`src/rtl/mosi_cmd_sequencer.sv`:
```
// Streams the MOSI command list out of command-RAM port B to the SPI engine,
// one word per valid/ready transfer, with optional looping and pass counting.
module mosi_cmd_sequencer #(
  parameter int unsigned ADDR_WIDTH = 10,
  parameter int unsigned DATA_WIDTH = 16
) (
  input  logic                  clk,
  input  logic                  reset_n,
  input  logic                  start,
  input  logic                  stop,
  input  logic                  loop_enable,
  input  logic [ADDR_WIDTH-1:0] max_index,
  output logic [ADDR_WIDTH-1:0] ram_addr,
  input  logic [DATA_WIDTH-1:0] ram_data,
  output logic [DATA_WIDTH-1:0] cmd_data,
  output logic                  cmd_valid,
  input  logic                  cmd_ready,
  output logic [ADDR_WIDTH-1:0] cmd_index,
  output logic [15:0]           loop_count,
  output logic                  busy,
  output logic                  done
);

  typedef enum logic [1:0] {
    S_IDLE,
    S_FETCH,
    S_WAIT,
    S_PRESENT
  } state_e;

  localparam logic [ADDR_WIDTH-1:0] ADDR_ONE = 1;

  state_e                  state_q, state_d;
  logic [ADDR_WIDTH-1:0]   index_q, index_d;
  logic [ADDR_WIDTH-1:0]   max_q, max_d;
  logic [DATA_WIDTH-1:0]   data_q, data_d;
  logic                    valid_q, valid_d;
  logic [15:0]             loops_q, loops_d;
  logic                    pend_q, pend_d;
  logic                    done_q, done_d;

  always_ff @(posedge clk or negedge reset_n) begin
    if (!reset_n) begin
      state_q <= S_IDLE;
      index_q <= '0;
      max_q   <= '0;
      data_q  <= '0;
      valid_q <= 1'b0;
      loops_q <= '0;
      pend_q  <= 1'b0;
      done_q  <= 1'b0;
    end else begin
      state_q <= state_d;
      index_q <= index_d;
      max_q   <= max_d;
      data_q  <= data_d;
      valid_q <= valid_d;
      loops_q <= loops_d;
      pend_q  <= pend_d;
      done_q  <= done_d;
    end
  end

  always_comb begin
    state_d = state_q;
    index_d = index_q;
    max_d   = max_q;
    data_d  = data_q;
    valid_d = valid_q;
    loops_d = loops_q;
    pend_d  = pend_q;
    done_d  = 1'b0;

    unique case (state_q)
      S_IDLE: begin
        if (start && !stop) begin
          max_d   = max_index;
          index_d = '0;
          loops_d = '0;
          state_d = S_FETCH;
        end
      end
      S_FETCH: begin
        if (stop) begin
          state_d = S_IDLE;
          done_d  = 1'b1;
        end else begin
          state_d = S_WAIT;
        end
      end
      S_WAIT: begin
        if (stop) begin
          state_d = S_IDLE;
          done_d  = 1'b1;
        end else begin
          data_d  = ram_data;
          valid_d = 1'b1;
          state_d = S_PRESENT;
        end
      end
      S_PRESENT: begin
        // A stop arriving on the transfer edge itself terminates at that transfer.
        pend_d = pend_q | stop;
        if (valid_q && cmd_ready) begin
          valid_d = 1'b0;
          if (pend_q || stop) begin
            state_d = S_IDLE;
            done_d  = 1'b1;
          end else if (index_q < max_q) begin
            index_d = index_q + ADDR_ONE;
            state_d = S_FETCH;
          end else if (loop_enable) begin
            index_d = '0;
            loops_d = loops_q + 16'd1;
            state_d = S_FETCH;
          end else begin
            loops_d = loops_q + 16'd1;
            state_d = S_IDLE;
            done_d  = 1'b1;
          end
        end
      end
      default: state_d = S_IDLE;
    endcase

    if (state_d == S_IDLE) pend_d = 1'b0;
  end

  // RAM address and presented index advance together, so one register serves both.
  assign ram_addr   = index_q;
  assign cmd_index  = index_q;
  assign cmd_data   = data_q;
  assign cmd_valid  = valid_q;
  assign loop_count = loops_q;
  assign busy       = (state_q != S_IDLE);
  assign done       = done_q;

endmodule

```
`config.mk`:
```
export PLATFORM = sky130hd
export DESIGN_NAME = mosi_cmd_sequencer
export DESIGN_NICKNAME = d
export VERILOG_FILES = /design/src/rtl/mosi_cmd_sequencer.sv
export SDC_FILE = /design/constraint.sdc
export NUM_CORES = 1
export LEC_CHECK = 0
export ABC_AREA = 1
export CORE_MARGIN = 5
export CORE_UTILIZATION = 30
export DETAILED_ROUTE_END_ITERATION = 12
export PLACE_DENSITY = 0.51
export SYNTH_ARGS = -nofsm -noshare
export SYNTH_HDL_FRONTEND = slang
export SYNTH_SLANG_ARGS = --single-unit
```
`constraint.sdc`:
```
create_clock -name clk -period 3.3 [get_ports clk]
set_input_delay 0.825 -clock clk [delete_from_list [all_inputs] [get_ports clk]]
set_output_delay 0.825 -clock clk [all_outputs]
set_load 0.01 [all_outputs]
```
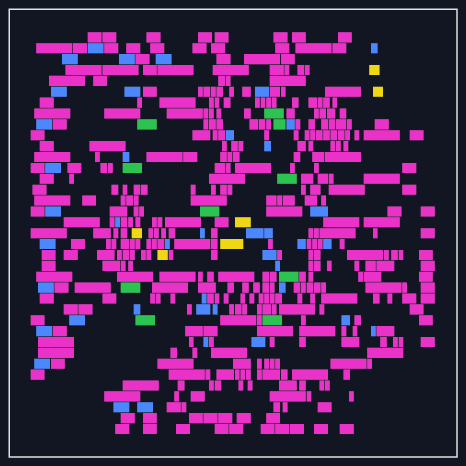
**Above:** run 1 (drive-strength map).
Scale: 4 px per um.
_0 and _1 cells -> magenta  # cells 392, share 87%
_2 cells -> blue  # cells 41, share 9.1%
_6 and larger -> green  # cells 10, share 2.2%
_3 and _4 cells -> yellow  # cells 6, share 1.3%

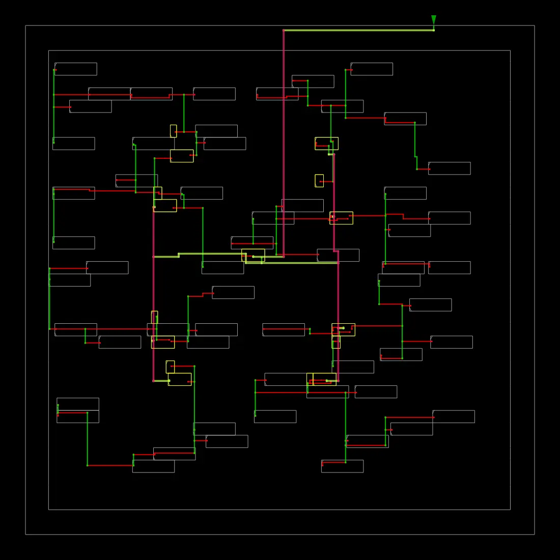
**Above:** run 1 (clock routing).
Final Skew: 6.60 ps
# clock sinks: 57
clock network power: 542 uW

==> ci_impl_report.md, run 1 <==
## PnR job results

| Metric | Value |
|---|---|
| Io pins | 87 |
| Number of cell rows | 37 |
| Worst ir drop on vdd | 0.269 mV |
| Status | completed |
| Vias in the first global route | 2,705 |
| Worst setup path end | busy |
| Tmin final | 2590 ps |
| Mapped Avg Cell Area | 8.62 um^2 |
| Clk_lat worst skew | 330 ps |
| Initial antenna violation count | 0 |
| CP Data Required Time | 2470 ps |
| Area leader, netlist | dfrtp_1 |
| Final Hold Viols | 0 |
| Post-synth cell types | 34 |
| Clock power frac | 0.207 |
| Internal | 1670 uW |
| Sw Share | 0.361 |
| Max_slew headroom | 0.690 |
| Most used cell, CP | inv_1 |
| Delay-heaviest family, CP | buffers and inverters |
| Detailed router's first-iteration violation count | 71 |
| Post-CTS sizing | 0 |
| Placed wire-length estimate | 5.65 mm |
| Die height | 112 um |
| Worst path bufs/invs | 3 |
| YS warnings | 0 |
| Max Root-Sink Buffers | 2 |
| H-tree level count | 3 |
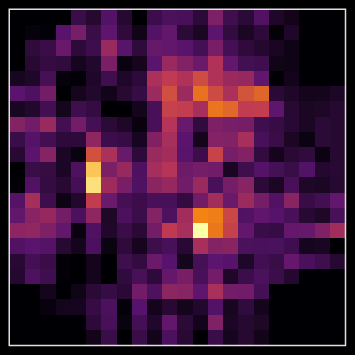
**Above:** run 1 (wire density map).
Scale: 3 px per um. 22 x 22 tiles, from black (low) to pale yellow (high), scaled to the fullest tile. Values are wire area over tile area, all layers added.
mean over tiles = 0.093
fullest tile = 0.49
tiles over half the peak = 5.2%
nearly empty tiles = 17%
densest ninth of the die = centre

run 1: cell type report:
cell class                 instances  area [um^2]  share of cell area
clock inverter                     4         20.0             0.00477
sequential                        57         1430               0.340
timing repair buffer              90          886               0.211
tap                              136          170              0.0406
inverter                          53          204              0.0486
clock buffer                      12          135              0.0322
multi-input combinational        233         1350               0.323
run 1: power groups by stage:
stage | Combinational (uW) | Clock (uW) | Sequential (uW)
finish | 1090 | 542 | 984
global placement | 1090 | 0 | 996
detailed placement | 1110 | 0 | 1000
global route | 1220 | 596 | 1010
floorplan | 609 | 0 | 1050
CTS | 1110 | 570 | 989
run 1: through the flow:
stage	hold slack [ps]	std cells	utilization	total power (uW)	instance area [um^2]
after floorplan	442	359	-	1660	3090
after global placement	461	569	0.397	2090	4040
after detailed placement	463	569	0.397	2110	4040
after CTS	480	585	0.412	2670	4200
after global routing	508	585	0.412	2830	4200
final	469	585	0.412	2610	4200
run 1: how the worst min path moves through the flow:
| stage | from | end |
|---|---|---|
| 3_3_place_gp | max_q[0]$_DFFE_PN0P_ | max_q[0]$_DFFE_PN0P_ |
| 5_1_grt | max_q[0]$_DFFE_PN0P_ | max_q[0]$_DFFE_PN0P_ |
| 3_5_place_dp | max_q[0]$_DFFE_PN0P_ | max_q[0]$_DFFE_PN0P_ |
| 2_1_floorplan | max_q[0]$_DFFE_PN0P_ | max_q[0]$_DFFE_PN0P_ |
| 4_1_cts | max_q[0]$_DFFE_PN0P_ | max_q[0]$_DFFE_PN0P_ |
| 6_report | max_q[0]$_DFFE_PN0P_ | max_q[0]$_DFFE_PN0P_ |
run 1: placed cells by master, fill, tap and decap left out, types with 3 or more instances in the layout:
cell type	count
clkdlybuf4s50_1	85
nand2_1	76
dfrtp_1	57
inv_1	44
nor2_1	26
a21oi_1	24
o21ai_0	16
mux2_2	16
ha_1	15
nand3_1	10
nor3_1	9
clkbuf_8	9
inv_2	8
o21ai_1	8
nand4_1	6
nand2_2	4
clkinv_2	4
buf_4	4
xor2_1	3
o31ai_1	3
clkbuf_1	3
run 1: kinds of logic (layout without fill, tap and decap cells):
logic type / count (synthesis) / in the layout
AND-OR/OR-AND: 58 / 58
multiplexers: 16 / 16
flip-flops: 57 / 57
adder cells (fa/ha/maj): 15 / 15
XOR/XNOR: 4 / 4
AND/OR/NAND/NOR: 140 / 140
buffers and inverters: 69 / 159
run 1: routing by layer:
layer	vias to the layer above	part of all wire	track usage
met1	1204	0.46	0.149
li1	1329	-	-
met5	-	0	0
met2	59	0.48	0.209
met3	11	0.050	0.0310
met4	0	0.019	0.0535
run 1: sequential cells by signal (all words and copies together), names as in the netlist:
signal,flops
max_q,10
done,1
loop_count,16
cmd_index,10
cmd_valid,1
cmd_data,16
state_q,2
pend_q,1
run 1: worst min-delay path, cell delays in order (launching register included):
cell and delay [ps]:
dfrtp_1 340, nand2_1 50, nand2_1 40
run 1: synthesized netlist by cell type, drive strengths merged:
library cell and number:
nor3 11, o21ai 25, xnor2 1, clkbuf 1
a211oi 1, o22ai 1, nand2 81, xor2 3
a21oi 24, nor4 1, o31ai 4, nor2 28
o21a 2, nand3 12, inv 53, mux2 16
dfrtp 57, a21o 1, nand4 7, ha 15
buf 15
**Run 1: where the registers sit**

Scale: 3 px per um. Other sequential cells in the stronger grey, the rest of the logic in the fainter grey.
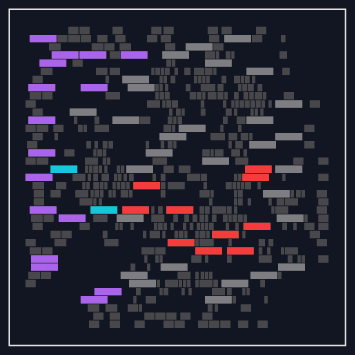

## Run 2: what changed since run 1
PLACE_DENSITY = 0.53   (was 0.51)
clock period = 2.2 ns   (was 3.3 ns; I/O delays follow)
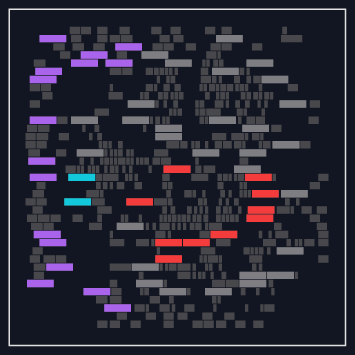
**Above:** run 2 (where the registers sit).
Scale: 3 px per um. Other sequential cells in the stronger grey, the rest of the logic in the fainter grey.
state_q -> cyan  # sequential cells 2
cmd_index -> red  # sequential cells 10
cmd_data -> purple  # sequential cells 16
not coloured = 29

==> ci_impl_report.md, run 2 <==
## PnR job results

| Metric | Value |
|---|---|
| Worst path bufs/invs | 3 (unchanged) |
| Vias in the first global route | 2,724 (+0.70%) |
| Tmin final | 2020 ps |
| Number of cell rows | 37 (unchanged) |
| Number of enable flip-flop cells | 0 (unchanged) |
| Min Hold Slack | 215 ps (-254 ps) |
| Area leader, netlist | dfrtp_1 |
| Die height | 112 um (unchanged) |
| Vias per inst | 4.47 |
| Initial antenna violation count | 0 (unchanged) |
| H-tree level count | 3 (unchanged) |
| Top FF cell, synth | dfrtp_1 |
| Placed wire-length estimate | 5.68 mm (+0.55%) |
| Post-synth top cells | nand2_1 (76), dfrtp_1 (57), inv_1 (44), nor2_1 (26), a21oi_1 (24) |
| Most used cell, CP | inv_1 |
| CP max FO | 6 |
| CP Data Required Time | 1650 ps (-820 ps) |
| Sw Share | 0.358 (-0.00274) |
| Final Skew | 8.38 ps (+1.78 ps) |
| Detailed router's first-iteration violation count | 62 (-13%) |
| Asr flop ratio synth | 1.00 (unchanged) |
| YS warnings | 0 (unchanged) |
| Max_slew headroom | 0.733 (+0.0425) |
| Part of the power in registers | 0.369 |
| Mapped Avg Cell Area | 8.62 um^2 (unchanged) |
| Io pins | 87 (unchanged) |
| Worst ir drop on vdd | 0.382 mV (+42%) |
| Status | completed |
| Top cell excl fill/tap | clkdlybuf4s50_1 |
| Internal | 2580 uW (+55%) |
| # clock sinks | 57 (unchanged) |
| Clk_lat worst skew | 330 ps (about the same) |
| Most instantiated logic cells after routing | clkdlybuf4s50_1 (84), nand2_1 (76), dfrtp_1 (57), inv_1 (44), nor2_1 (26) |
| Clock power frac | 0.202 (-0.005) |
| Post-synth cell types | 34 (unchanged) |
[run 2: cell counts after synthesis]
No cell type changed its count.
[run 2: final timing paths]
path	startpoint	endpoint	slack [ps]	depth (start not counted)
min	reset_n	loop_count[13]$_DFFE_PN0P_	220	2
max in group asynchronous	reset_n	cmd_index[1]$_DFFE_PN0P_	1710	2
max	state_q[0]$_DFF_PN0_	busy	180	4
max reg2reg	cmd_index[9]$_DFFE_PN0P_	cmd_index[9]$_DFFE_PN0P_	210	10
min reg2reg	max_q[0]$_DFFE_PN0P_	max_q[0]$_DFFE_PN0P_	470	2
min in group clk	max_q[0]$_DFFE_PN0P_	max_q[0]$_DFFE_PN0P_	470	2
[run 2: through the flow]
step	area (um^2)	total power, uW	util	instances	setup WS [ps]
finish	4290	4030	0.421	594	177
global placement	4130	3230	0.406	578	48.6
floorplan	3090	2490	-	359	392
CTS	4290	4110	0.421	594	140
detailed placement	4130	3260	0.406	578	6.84
global route	4290	4360	0.421	594	22.9
[run 2: what timing repair did]
action | in CTS | in global routing
resized | 2 | 0
endpoints found under the setup margin | 1 | 0
hold buffers | 0 | 0
[run 2: power groups by stage]
stage / registers, uW / logic, uW / clock network [uW]
3_5_place_dp: 1510 / 1750 / 0
2_1_floorplan: 1570 / 913 / 0
3_3_place_gp: 1500 / 1730 / 0
5_1_grt: 1520 / 1930 / 909
4_1_cts: 1490 / 1760 / 857
6_report: 1480 / 1730 / 813
[run 2: final cells by class]
type	count	area, um^2	share of cell area
Clock buffer	12	135	0.0315
Sequential cell	57	1430	0.333
Timing Repair Buffer	99	977	0.228
Multi-Input combinational cell	233	1360	0.316
Inverter	53	204	0.0475
Clock inverter	4	20.0	0.00467
Tap cell	136	170	0.0397
[run 2: kinds of logic after synthesis]
family,synth area share
compound gates,0.106
xor+xnor,0.0113
fa+ha+maj,0.0607
buf+inv,0.101
flops,0.461
mux,0.0582
simple gates,0.201
[run 2: per-layer routing]
metal	track usage	vias up	wire length [um]
li1	-	1347	-
met2	0.211	61	3590
met1	0.149	1239	3370
met5	0	-	0
met4	0.0381	0	80
met3	0.0402	6	416
No activity file was given, so power comes from the tool's default toggle rates.
